## src/rtl/tx_channel_scheduler.sv

```systemverilog
// tx_channel_scheduler: drains the per-channel result FIFOs in ascending
// channel order onto one valid/ready stream, CNT words per enabled channel,
// and marks the last word of the frame.
module tx_channel_scheduler #(
    parameter int NCH = 22,
    parameter int CNT = 1000,
    parameter int DW  = 32,
    parameter int CW  = 5
) (
    input  logic              clk,
    input  logic              rst_n,
    input  logic              start,
    input  logic [NCH-1:0]    ch_mask,
    input  logic [NCH-1:0]    fifo_empty,
    output logic [NCH-1:0]    fifo_rd_en,
    input  logic [NCH*DW-1:0] fifo_dout,
    output logic [DW-1:0]     m_tdata,
    output logic [CW-1:0]     m_tchan,
    output logic              m_tvalid,
    input  logic              m_tready,
    output logic              m_tlast,
    output logic              busy,
    output logic              done
);
    localparam int WCW = (CNT > 1) ? $clog2(CNT) : 1;
    localparam logic [WCW-1:0] LAST_WORD = WCW'(CNT - 1);

    typedef enum logic [1:0] {IDLE, READ, DRAIN, DONE} state_t;

    // Lowest set mask bit at or above index lo (0 when there is none).
    function automatic logic [CW-1:0] first_set(input logic [NCH-1:0] m, input int lo);
        logic [CW-1:0] idx;
        idx = '0;
        for (int i = NCH - 1; i >= 0; i--) begin
            if (m[i] && (i >= lo)) idx = CW'(i);
        end
        return idx;
    endfunction

    // True when any mask bit at or above index lo is set.
    function automatic logic any_set(input logic [NCH-1:0] m, input int lo);
        logic hit;
        hit = 1'b0;
        for (int i = 0; i < NCH; i++) begin
            if (m[i] && (i >= lo)) hit = 1'b1;
        end
        return hit;
    endfunction

    state_t          state, state_next;
    logic [NCH-1:0]  mask_q;
    logic [CW-1:0]   cur_ch;
    logic [WCW-1:0]  word_cnt;

    // Read issued last cycle; its data lands on fifo_dout this cycle.
    logic            rd_vld_p1;
    logic [CW-1:0]   rd_ch_p1;
    logic            rd_last_p1;

    // Two-entry output buffer, FIFO order.
    logic [DW-1:0]   buf_data [2];
    logic [CW-1:0]   buf_chan [2];
    logic            buf_last [2];
    logic            wr_ptr, rd_ptr;
    logic [1:0]      count, count_next;

    logic            has_stored, out_vld, pop, land_wr, buf_rd, room;
    logic            word_last, ch_last, issue;
    logic [CW-1:0]   next_ch;
    logic [DW-1:0]   land_data, head_data;
    logic [CW-1:0]   head_chan;
    logic            head_last;

    // Buffer head selection, read-issue decision and occupancy bookkeeping.
    // A landing word is presented directly when the buffer is empty so the
    // first word appears one cycle after its read strobe.
    always_comb begin
        has_stored = (count != 2'd0);
        out_vld    = has_stored | rd_vld_p1;
        pop        = out_vld & m_tready;
        land_data  = fifo_dout[int'(rd_ch_p1) * DW +: DW];
        head_data  = has_stored ? buf_data[rd_ptr] : land_data;
        head_chan  = has_stored ? buf_chan[rd_ptr] : rd_ch_p1;
        head_last  = has_stored ? buf_last[rd_ptr] : rd_last_p1;
        land_wr    = rd_vld_p1 & ~(~has_stored & pop);
        buf_rd     = has_stored & pop;
        count_next = count + {1'b0, land_wr} - {1'b0, buf_rd};
        // stored + inflight - pop < 2, rearranged to avoid underflow
        room       = ({1'b0, count} + {2'b00, rd_vld_p1}) < (3'd2 + {2'b00, pop});
        word_last  = (word_cnt == LAST_WORD);
        ch_last    = !any_set(mask_q, int'(cur_ch) + 1);
        next_ch    = first_set(mask_q, int'(cur_ch) + 1);
        issue      = (state == READ) && !fifo_empty[cur_ch] && room;
    end

    // Next-state logic and outputs.
    always_comb begin
        state_next = state;
        case (state)
            IDLE:    if (start) state_next = (ch_mask != '0) ? READ : DONE;
            READ:    if (issue && word_last && ch_last) state_next = DRAIN;
            DRAIN:   if (count_next == 2'd0) state_next = DONE;
            DONE:    state_next = IDLE;
            default: state_next = IDLE;
        endcase

        fifo_rd_en = issue ? (NCH'(1) << cur_ch) : '0;
        m_tvalid   = out_vld;
        m_tdata    = out_vld ? head_data : '0;
        m_tchan    = out_vld ? head_chan : '0;
        m_tlast    = out_vld & head_last;
        busy       = (state == READ) || (state == DRAIN);
        done       = (state == DONE);
    end

    // Control state: FSM, channel/word sequencing, in-flight tracking, buffer pointers.
    always_ff @(posedge clk) begin
        if (!rst_n) begin
            state      <= IDLE;
            mask_q     <= '0;
            cur_ch     <= '0;
            word_cnt   <= '0;
            rd_vld_p1  <= 1'b0;
            rd_ch_p1   <= '0;
            rd_last_p1 <= 1'b0;
            wr_ptr     <= 1'b0;
            rd_ptr     <= 1'b0;
            count      <= 2'd0;
        end else begin
            state <= state_next;
            if ((state == IDLE) && start && (ch_mask != '0)) begin
                mask_q   <= ch_mask;
                cur_ch   <= first_set(ch_mask, 0);
                word_cnt <= '0;
            end else if (issue) begin
                if (word_last) begin
                    word_cnt <= '0;
                    cur_ch   <= next_ch;
                end else begin
                    word_cnt <= word_cnt + 1'b1;
                end
            end
            rd_vld_p1  <= issue;
            rd_ch_p1   <= cur_ch;
            rd_last_p1 <= word_last & ch_last;
            if (land_wr) wr_ptr <= ~wr_ptr;
            if (buf_rd)  rd_ptr <= ~rd_ptr;
            count <= count_next;
        end
    end

    // Buffer storage: capture a landing word that is not consumed this cycle.
    always_ff @(posedge clk) begin
        if (land_wr) begin
            buf_data[wr_ptr] <= land_data;
            buf_chan[wr_ptr] <= rd_ch_p1;
            buf_last[wr_ptr] <= rd_last_p1;
        end
    end

endmodule

```

## config.mk

```make
export PLATFORM = sky130hd
export DESIGN_NAME = tx_channel_scheduler
export DESIGN_NICKNAME = d
export VERILOG_FILES = /design/src/rtl/tx_channel_scheduler.sv
export SDC_FILE = /design/constraint.sdc
export NUM_CORES = 1
export LEC_CHECK = 0
export CORE_AREA = 5 5 316 318
export DETAILED_ROUTE_END_ITERATION = 6
export DIE_AREA = 0 0 321 323
export PLACE_DENSITY = 0.47
export RECOVER_POWER = 100
export SYNTH_ARGS = -nofsm -noshare
export SYNTH_HDL_FRONTEND = slang
export SYNTH_SLANG_ARGS = --single-unit
```

## constraint.sdc

```tcl
create_clock -name clk -period 4.48 [get_ports clk]
set_input_delay 0.896 -clock clk [delete_from_list [all_inputs] [get_ports clk]]
set_output_delay 0.896 -clock clk [all_outputs]
set_load 0.005 [all_outputs]
```

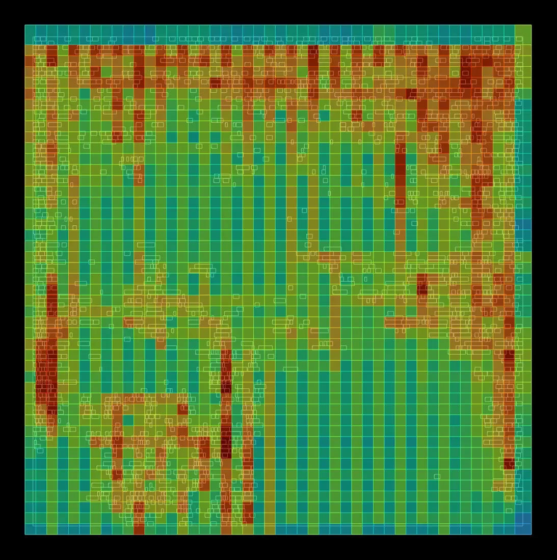
*Routing congestion map, run 1*
grt peak-use layer: met2
Routed WL per cell: 28.78 um
met2 global-route usage: 0.2761

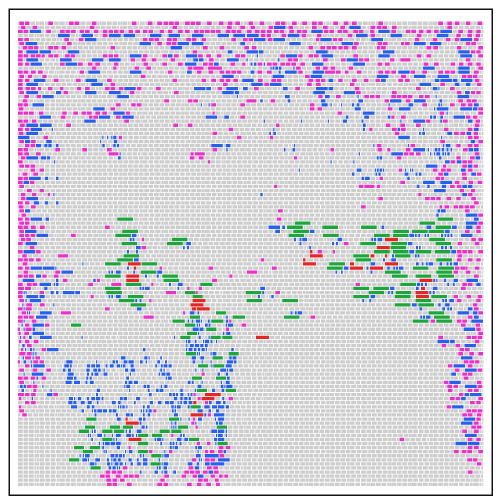
*Placement by cell class, run 1*
(1.5 px per um) Fill, decap, tap and diode cells in grey.
class	colour	cells	share of their area
flip-flops	green	127	15%
all other logic	blue	911	41%
other buffers and delay cells	magenta	883	41%
clock drivers and dummy loads	red	32	2.9%

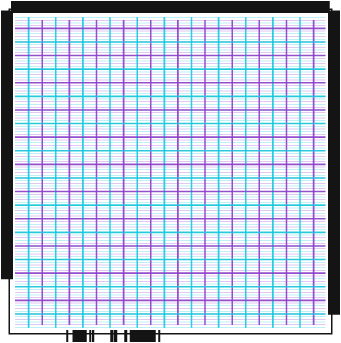
*Power grid, run 1*
(1 px per um) Pins as bars on the die edge.
net	colour
VSS	cyan
VDD	purple
met5 straps	22
met4 straps	22
signal pins	815
met1 rails	115
rows	114
Horiz. Die Dim: 321 um
core area: 96280 um^2
Die Ht: 323 um
worst vdd ir: 0.0001959 V

## run 1: power by group through the flow
| stage | clock network [W] | logic (W) | registers, W |
|---|---|---|---|
| final | 0.00147 | 0.00564 | 0.00172 |
| after global routing | 0.00157 | 0.00606 | 0.00175 |
| after CTS | 0.00152 | 0.00592 | 0.00174 |
| after detailed placement | 0 | 0.00585 | 0.00177 |
| after global placement | 0 | 0.00581 | 0.00177 |
| after floorplan | 0 | 0.00301 | 0.00158 |
## run 1: flip-flops by register name, summed over array words and instances, names as in the netlist, named ones only
| signal | count |
|---|---|
| rd_vld_p1 | 1 |
| rd_ptr | 1 |
| state | 2 |
| buf_data | 64 |
| buf_chan | 10 |
| cur_ch | 5 |
| word_cnt | 10 |
| rd_last_p1 | 1 |
| mask_q | 22 |
| rd_ch_p1 | 5 |
| buf_last | 2 |
| count | 2 |
| wr_ptr | 1 |
## run 1: worst paths after layout
kind	end	depth (start not counted)	slack, ns
worst min-delay path	buf_last[1]	0	0.48
worst min register to register	buf_last[1]	0	0.48
worst max register to register	state[1]	9	0.47
worst max-delay path	m_tdata[13]	10	0.05
## run 1: synthesized netlist by cell type (31+ instances only)
| master | number |
|---|---|
| mux4_2 | 171 |
| mux2i_1 | 127 |
| nor2_1 | 100 |
| edfxtp_1 | 76 |
| clkbuf_1 | 64 |
| o22ai_1 | 56 |
| inv_1 | 55 |
| dfxtp_1 | 51 |
| o21ai_0 | 49 |
| a21oi_1 | 48 |
| nand3_1 | 48 |
| nand2_1 | 31 |
## run 1: worst max-delay path: stages
cell,delay [ns]
clkdlybuf4s50_1,0.51
mux4_2,0.53
mux2i_1,0.25
nor2_1,0.07
a21oi_1,0.21
clkbuf_1,0.21
o22ai_1,0.14
nand3_1,0.11
o21ai_0,0.13
clkdlybuf4s50_1,0.47
## run 1: cell type report
class | count | area share
timing repair buffer | 883 | 0.3776
multi-input combinational | 853 | 0.3707
tap | 1276 | 0.06904
antenna | 25 | 0.002705
clock inverter | 9 | 0.003896
inverter | 58 | 0.009415
sequential | 127 | 0.1435
clock buffer | 23 | 0.02310
## run 1: timing repair
action | CTS | global route
endpoints found under the setup margin | 29 | 33
pin swaps | 5 | 2
setup buffers | 2 | 1
resized | 25 | 39
## run 1: cell families after synthesis
logic type | synth area share
xor gates and xnor gates | 0.01257
AOI/OAI and AO/OA | 0.1201
and+or+nand+nor | 0.1088
muxes | 0.4234
DFF | 0.2634
adders and majority gates | 0.01596
buffers and inverters | 0.05567
## run 1: layer usage
layer / wire, um / share of wire / vias up
met5: 199 / 0.0021 / -
met4: 2212 / 0.024 / 30
met3: 10320 / 0.11 / 104
met2: 44470 / 0.47 / 791
met1: 36450 / 0.39 / 6856
li1: - / - / 6189
## run 1: stage by stage
| stage | utilization | hold WS, ns | instance area, um^2 | worst slack, ns |
|---|---|---|---|---|
| finish | 0.2402 | 0.4841 | 23120 | 0.04574 |
| global route | 0.2399 | 0.5182 | 23090 | 0.0001847 |
| CTS | 0.2413 | 0.4881 | 23230 | 0.002013 |
| detailed placement | 0.2343 | 0.4828 | 22560 | -0.4661 |
| global placement | 0.2343 | 0.4526 | 22560 | -0.4412 |
| floorplan | - | 0.4237 | 12540 | 0.6159 |
==> out/qor.csv, run 1 <==
metric,value,unit
status,finished with violations,
failing checks,"max-capacitance violations, max-slew violations",
I/O Pins,815,
Via density,4.293,
Leak,7.868,nW
biggest area cells,"mux4_2, edfxtp_1, mux2i_1",
global routing usage on met3,0.06776,
DRC,0,
final setup violation count,0,
share of cells above drive strength 1,0.1592,
crit path time final,4.434,ns
initial detailed-routing violation count,870,
Max Cap Violations,2,
max-slew headroom at the worst pin,-0.7226,
RSZ-0062 raised after global routing,false,
via count,13970,
ys flops,127,
fin. max-slew vios,78,
"area leader, netlist",mux4_2,
Worst-path clk slew,0.06,ns
Tcrit/Tclk final,0.9898,
Synth cell types,72,
H-tree levels,4,
Cells after Synth,1147,
final hold viol count,0,
WP data arrival,3.54,ns
register area share after synthesis,0.2634,
synth warn,0,
first-pass GRT wire length,121900,um
Layout Nets,2708,
--- run 2 (diff from run 1) ---
--- a/config.mk
+++ b/config.mk
@@ -10,6 +10,7 @@
 export DIE_AREA = 0 0 321 323
 export PLACE_DENSITY = 0.47
 export RECOVER_POWER = 100
+export SLEW_MARGIN = 10
 export SYNTH_ARGS = -nofsm -noshare
 export SYNTH_HDL_FRONTEND = slang
 export SYNTH_SLANG_ARGS = --single-unit
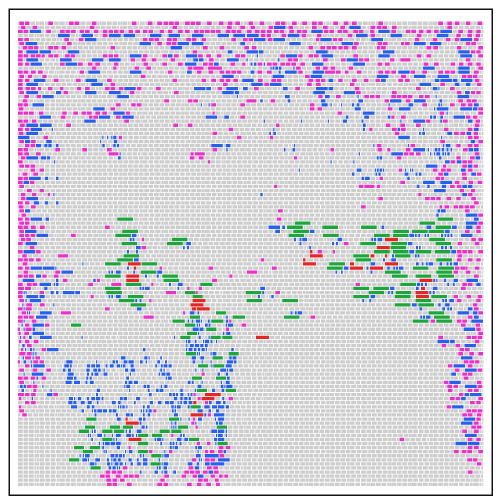
*Placement by cell class, run 2*
(1.5 px per um) Fill, decap, tap and diode cells in grey.
class	colour	cells	share of their area
other buffers and delay cells	magenta	883	41%
flip-flops	green	127	15%
all other logic	blue	911	41%
clock drivers and dummy loads	red	32	2.9%
num rows: 114
fin area: 23120 um^2
sequential share of cell area: 0.1435
final core utilization: 0.2402

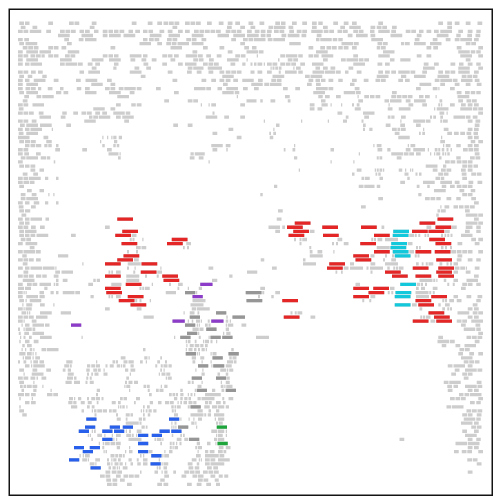
*Where the registers sit, run 2*
(1.5 px per um)
signal	colour	placed flops
buf_chan	cyan	10
rd_ch_p1	purple	5
state	green	2
buf_data	red	64
mask_q	blue	22
not coloured	24

==> out/qor.csv, run 2 <==
metric,value,unit,change
share of cells above drive strength 1,0.1592,,unchanged
initial detailed-routing violation count,870,,unchanged
Synth logic family,multiplexers,,unchanged
Layout Nets,2708,,unchanged
most frequent cell after synthesis,mux4_2,,unchanged
Die Ht,323,um,unchanged
final hold viol count,0,,unchanged
Synth top cells by count,"mux4_2, mux2i_1, nor2_1",,unchanged
DRT antenna net count,0,,unchanged
RSZ-0062 raised after global routing,false,,unchanged
I/O Pins,815,,unchanged
first-pass GRT wire length,121900,um,unchanged
biggest area cells,"mux4_2, edfxtp_1, mux2i_1",,unchanged
ys flops,127,,unchanged
WP data arrival,3.54,ns,about the same
Synth cell types,72,,unchanged
Via density,4.293,,unchanged
"Simple Share, Synth",0.1088,,unchanged
yosys adder share,0.01596,,unchanged
Routed WL per cell,28.78,um,unchanged
clk sinks,127,,unchanged
status,finished with violations,,unchanged
worst-margin pin slew,2.584,ns,unchanged
failing checks,"max-capacitance violations, max-slew violations",,unchanged
final setup violation count,0,,unchanged
Leak,7.868,nW,unchanged
core area,96280,um^2,unchanged
Tcrit/Tclk final,0.9898,,unchanged
"Top FF cell, synth",edfxtp_1,,unchanged
total CTS buffers,17,,unchanged
xor and xnor area share after synthesis,0.01257,,unchanged
yosys aoi share,0.1201,,unchanged
Worst-path clk slew,0.06,ns,about the same
largest registers,"buf_data x64, mask_q x22",,unchanged
most flop-heavy register,buf_data,,unchanged
worst vdd ir,0.0001959,V,unchanged
Bufs on Longest Clock Path,2,,unchanged
Cells after Synth,1147,,unchanged
Horiz. Die Dim,321,um,unchanged
# Cells Yosys,1147,,unchanged
fin. max-slew vios,78,,unchanged
worst-case hold slack,0.4841,ns,unchanged
Max Cap Violations,2,,unchanged
H-tree levels,4,,unchanged
crit path time final,4.434,ns,unchanged
register area share after synthesis,0.2634,,unchanged
via count,13970,,unchanged
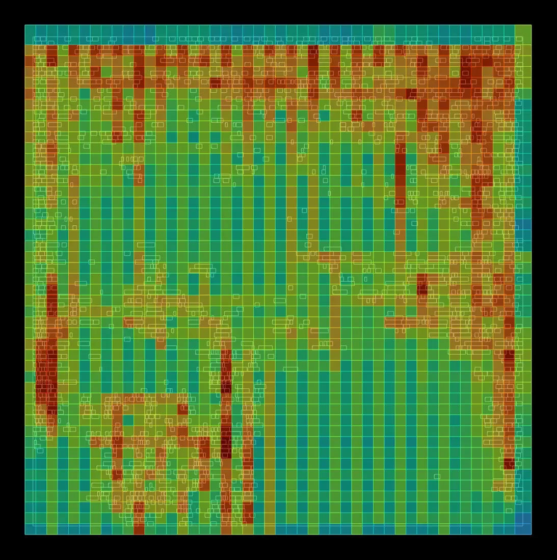
*Routing congestion map, run 2*
met1 Usage GRT: 0.2050
global routing usage on met3: 0.06776
total track usage: 0.1683

[run 2: path summary, 6_finish.rpt]
path                               endpoint  slack [ns]  cells after the start
worst min-delay path            buf_last[1]        0.48                      0
worst max register to register     state[1]        0.47                      9
worst min register to register  buf_last[1]        0.48                      0
worst max-delay path            m_tdata[13]        0.05                     10
[run 2: cells by family after synthesis]
| group | after synthesis |
|---|---|
| adders and majority gates | 16 |
| buffers and inverters | 167 |
| xor gates and xnor gates | 18 |
| and+or+nand+nor | 272 |
| muxes | 312 |
| DFF | 127 |
| AOI/OAI and AO/OA | 235 |
[run 2: repair_timing]
item	CTS	global route
buffers inserted	2	1
gates resized	25	39
setup endpoints to repair	29	33
pin swaps	5	2
[run 2: where the power goes]
part	internal (W)	leakage, nW	switching [W]	total (W)
Sequential	0.00150	1.11	0.000219	0.00172
Clock	0.000903	0.308	0.000571	0.00147
Combinational	0.00265	6.45	0.00299	0.00564
[run 2: layer usage]
metal | vias up | wire length, um | GRT usage
met1 | 6856 | 36450 | 0.2050
met3 | 104 | 10320 | 0.06776
met2 | 791 | 44470 | 0.2761
met5 | - | 199 | 0
li1 | 6189 | - | -
met4 | 30 | 2212 | 0.04738
[run 2: worst max-delay path, stage by stage]
cell	delay, ns
clkdlybuf4s50_1	0.51
mux4_2	0.53
mux2i_1	0.25
nor2_1	0.07
a21oi_1	0.21
clkbuf_1	0.21
o22ai_1	0.14
nand3_1	0.11
o21ai_0	0.13
clkdlybuf4s50_1	0.47
[run 2: layout make-up]
class / instances / area, um^2
sequential: 127 / 3319
multi-input combinational: 853 / 8573
antenna: 25 / 62.56
fill: 10260 / 73160
clock inverter: 9 / 90.09
inverter: 58 / 217.7
timing repair buffer: 883 / 8731
clock buffer: 23 / 534.3
tap: 1276 / 1597
[run 2: through the flow]
stage | worst slack, ns | std cells | setup TNS, ns
finish | 0.04574 | 3254 | 0
floorplan | 0.6159 | 1147 | 0
detailed placement | -0.4661 | 3194 | -6.206
global placement | -0.4412 | 3194 | -6.425
global route | 0.0001847 | 3242 | 0
CTS | 0.002013 | 3228 | 0
### Clock distribution, run 2

(2 px per um)
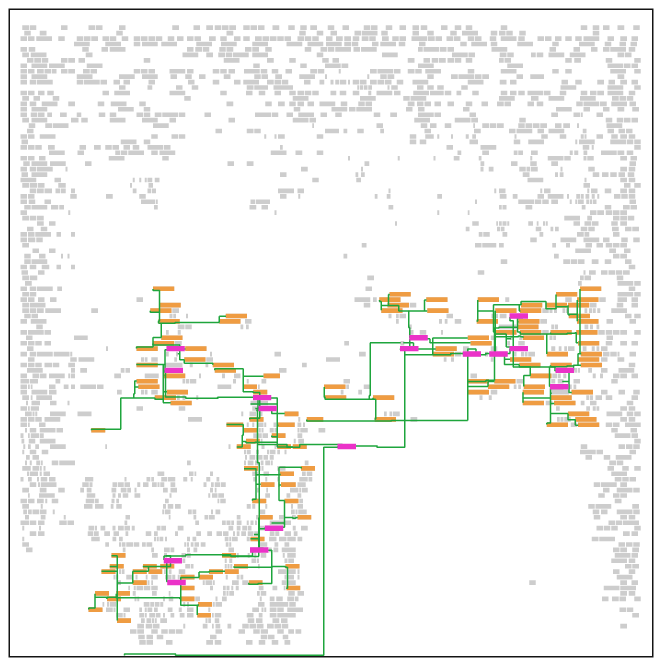

--- run 3 (diff from run 2) ---
--- a/config.mk
+++ b/config.mk
@@ -5,10 +5,10 @@
 export SDC_FILE = /design/constraint.sdc
 export NUM_CORES = 1
 export LEC_CHECK = 0
-export CORE_AREA = 5 5 316 318
+export CORE_AREA = 5 5 315 317
 export DETAILED_ROUTE_END_ITERATION = 6
-export DIE_AREA = 0 0 321 323
-export PLACE_DENSITY = 0.47
+export DIE_AREA = 0 0 320 322
+export PLACE_DENSITY = 0.49
 export RECOVER_POWER = 100
 export SLEW_MARGIN = 10
 export SYNTH_ARGS = -nofsm -noshare
==> constraint.sdc (replaced) <==
create_clock -name clk -period 3.65 [get_ports clk]
set_input_delay 0.73 -clock clk [delete_from_list [all_inputs] [get_ports clk]]
set_output_delay 0.73 -clock clk [all_outputs]
set_load 0.005 [all_outputs]
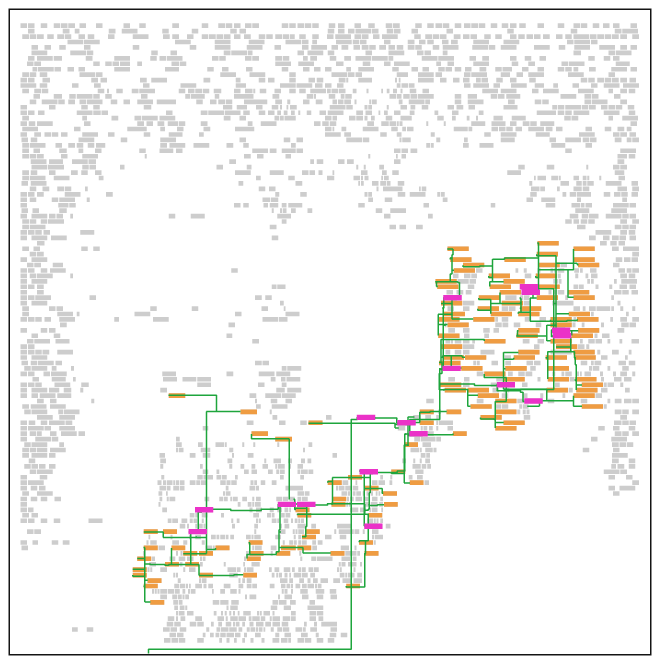
*Clock distribution, run 3*
(2 px per um)
[cells driving clock nets] magenta | count: 17
[clock wires] green | length: 2210 um
[flip-flops] orange | count: 127
routed clock nets	18

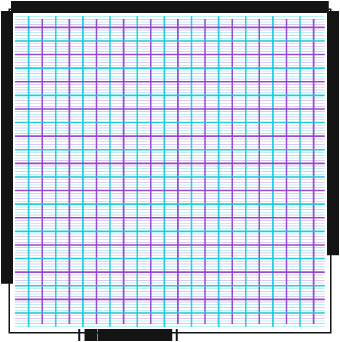
*Power grid, run 3*
(1 px per um) Pins as bars on the die edge.
net	colour
VSS	cyan
VDD	purple
met5 straps	22
rows	114

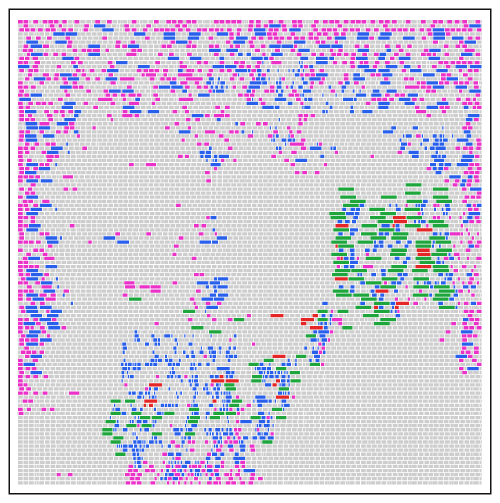
*Placement by cell class, run 3*
(1.5 px per um) Fill, decap, tap and diode cells in grey.
class	colour	cells	share of their area
flip-flops	green	127	14%
clock drivers and dummy loads	red	32	2.5%
all other logic	blue	911	41%
other buffers and delay cells	magenta	1015	42%

==> out/qor.csv, run 3 <==
metric,value,unit,change
Layout Nets,2840,,was 2708
Leak,8.701,nW,was 7.868 nW
total CTS buffers,17,,unchanged
clk sinks,127,,unchanged
Cells after Synth,1147,,unchanged
Synth top cells by count,"mux4_2, mux2i_1, nor2_1",,unchanged
fin. max-slew vios,0,,was 78
Tcrit/Tclk final,1.034,,
Worst-path clk slew,0.06,ns,about the same
DRC,0,,unchanged
slack of the critical path,-0.1223,ns,was 0.04574 ns
first-pass GRT wire length,133800,um,was 121900 um
biggest area cells,"mux4_2, edfxtp_1, mux2i_1",,unchanged
total track usage,0.1889,,was 0.1683
Horiz. Die Dim,320,um,was 321 um
share of cells above drive strength 1,0.3031,,was 0.1592
synth warn,0,,unchanged
WP data arrival,3.04,ns,was 3.54 ns
"non-filler cells, final",3400,,was 3254
ys flops,127,,unchanged
most flop-heavy register,buf_data,,unchanged
failing checks,negative setup slack,,"was max-capacitance violations, max-slew violations"
Bufs on Longest Clock Path,2,,unchanged
most frequent cell after synthesis,mux4_2,,unchanged
worst-case hold slack,0.4717,ns,was 0.4841 ns
I/O Pins,815,,unchanged
Synth cell types,72,,unchanged
Die Ht,322,um,was 323 um
core area,95990,um^2,was 96280 um^2
via count,14930,,was 13970
initial detailed-routing violation count,1087,,was 870
DP Cell Count,3273,,was 3194
fin area,25290,um^2,was 23120 um^2
Placed Area,23180,um^2,was 22560 um^2
R2R depth,13,,was 9
worst vdd ir,0.0004276,V,was 0.0001959 V
register area share after synthesis,0.2634,,unchanged
DRT antenna net count,0,,unchanged
num rows,114,,unchanged
H-tree levels,4,,unchanged
Largest register FFs,64,,unchanged
final setup violation count,34,,was 0
crit path time final,3.772,ns,
status,finished with violations,,unchanged
Setup Total Neg Slack,-2.439,ns,was 0 ns
## run 3: cells by family (layout without fill, tap and decap cells)
group,count (synthesis),in the layout,synth area share
mux,312,312,0.4234
buf+inv,167,1105,0.05567
other cells,0,39,0
xor+xnor,18,18,0.01257
fa+ha+maj,16,16,0.01596
simple gates,272,272,0.1088
flops,127,127,0.2634
compound gates,235,235,0.1201
## run 3: final timing paths
check	slack, ns	from	endpoint
min reg2reg	0.47	mask_q[21]	mask_q[21]
max reg2reg	0.17	rd_vld_p1	state[1]
min	0.47	mask_q[21]	mask_q[21]
max	-0.12	fifo_empty[21]	fifo_rd_en[6]
## run 3: final cells by class
| cell class | count | area [um^2] |
|---|---|---|
| inverters | 58 | 229.0 |
| clock buffers | 18 | 429.2 |
| diodes | 39 | 97.59 |
| multi-input cells | 853 | 9509 |
| repair buffers | 1015 | 9956 |
| flip-flops and latches | 127 | 3321 |
| clock inverters | 14 | 156.4 |
| well taps | 1276 | 1597 |
| fillers | 10080 | 70700 |
## run 3: critical path, cell delays in order
cell and delay (ns):
buf_2 0.10, mux4_2 0.45, nor3b_2 0.16, or4_4 0.48
or3_4 0.41, or3_4 0.37, buf_6 0.16, nor2_2 0.07
buf_2 0.12
## run 3: timing repair
item	CTS	global route
pin swaps	51	52
gates resized	448	102
buffers inserted	51	10
gates cloned	5	0
setup endpoints to repair	55	50
endpoints found under the hold margin	0	0
## run 3: layer usage
layer,track usage,wire (um)
met3,0.07735,11370
met2,0.3007,48080
met4,0.05311,2370
met1,0.2368,41040
met5,0,215
## run 3: metrics by stage
stage                 util  setup slack (ns)
floorplan                -            0.1179
global placement    0.2414           -0.7767
detailed placement  0.2414           -0.7470
CTS                 0.2606           -0.2256
global route        0.2629           -0.1943
finish              0.2635           -0.1223
## run 3: power by group
part | internal [W] | switching, W | total, W
logic | 0.00415 | 0.00444 | 0.00859
registers | 0.00184 | 0.000195 | 0.00203
clock network | 0.00102 | 0.000713 | 0.00173
total | 0.00701 | 0.00534 | 0.0124
Power figures rest on the tool's default switching activity, not on a simulated workload.
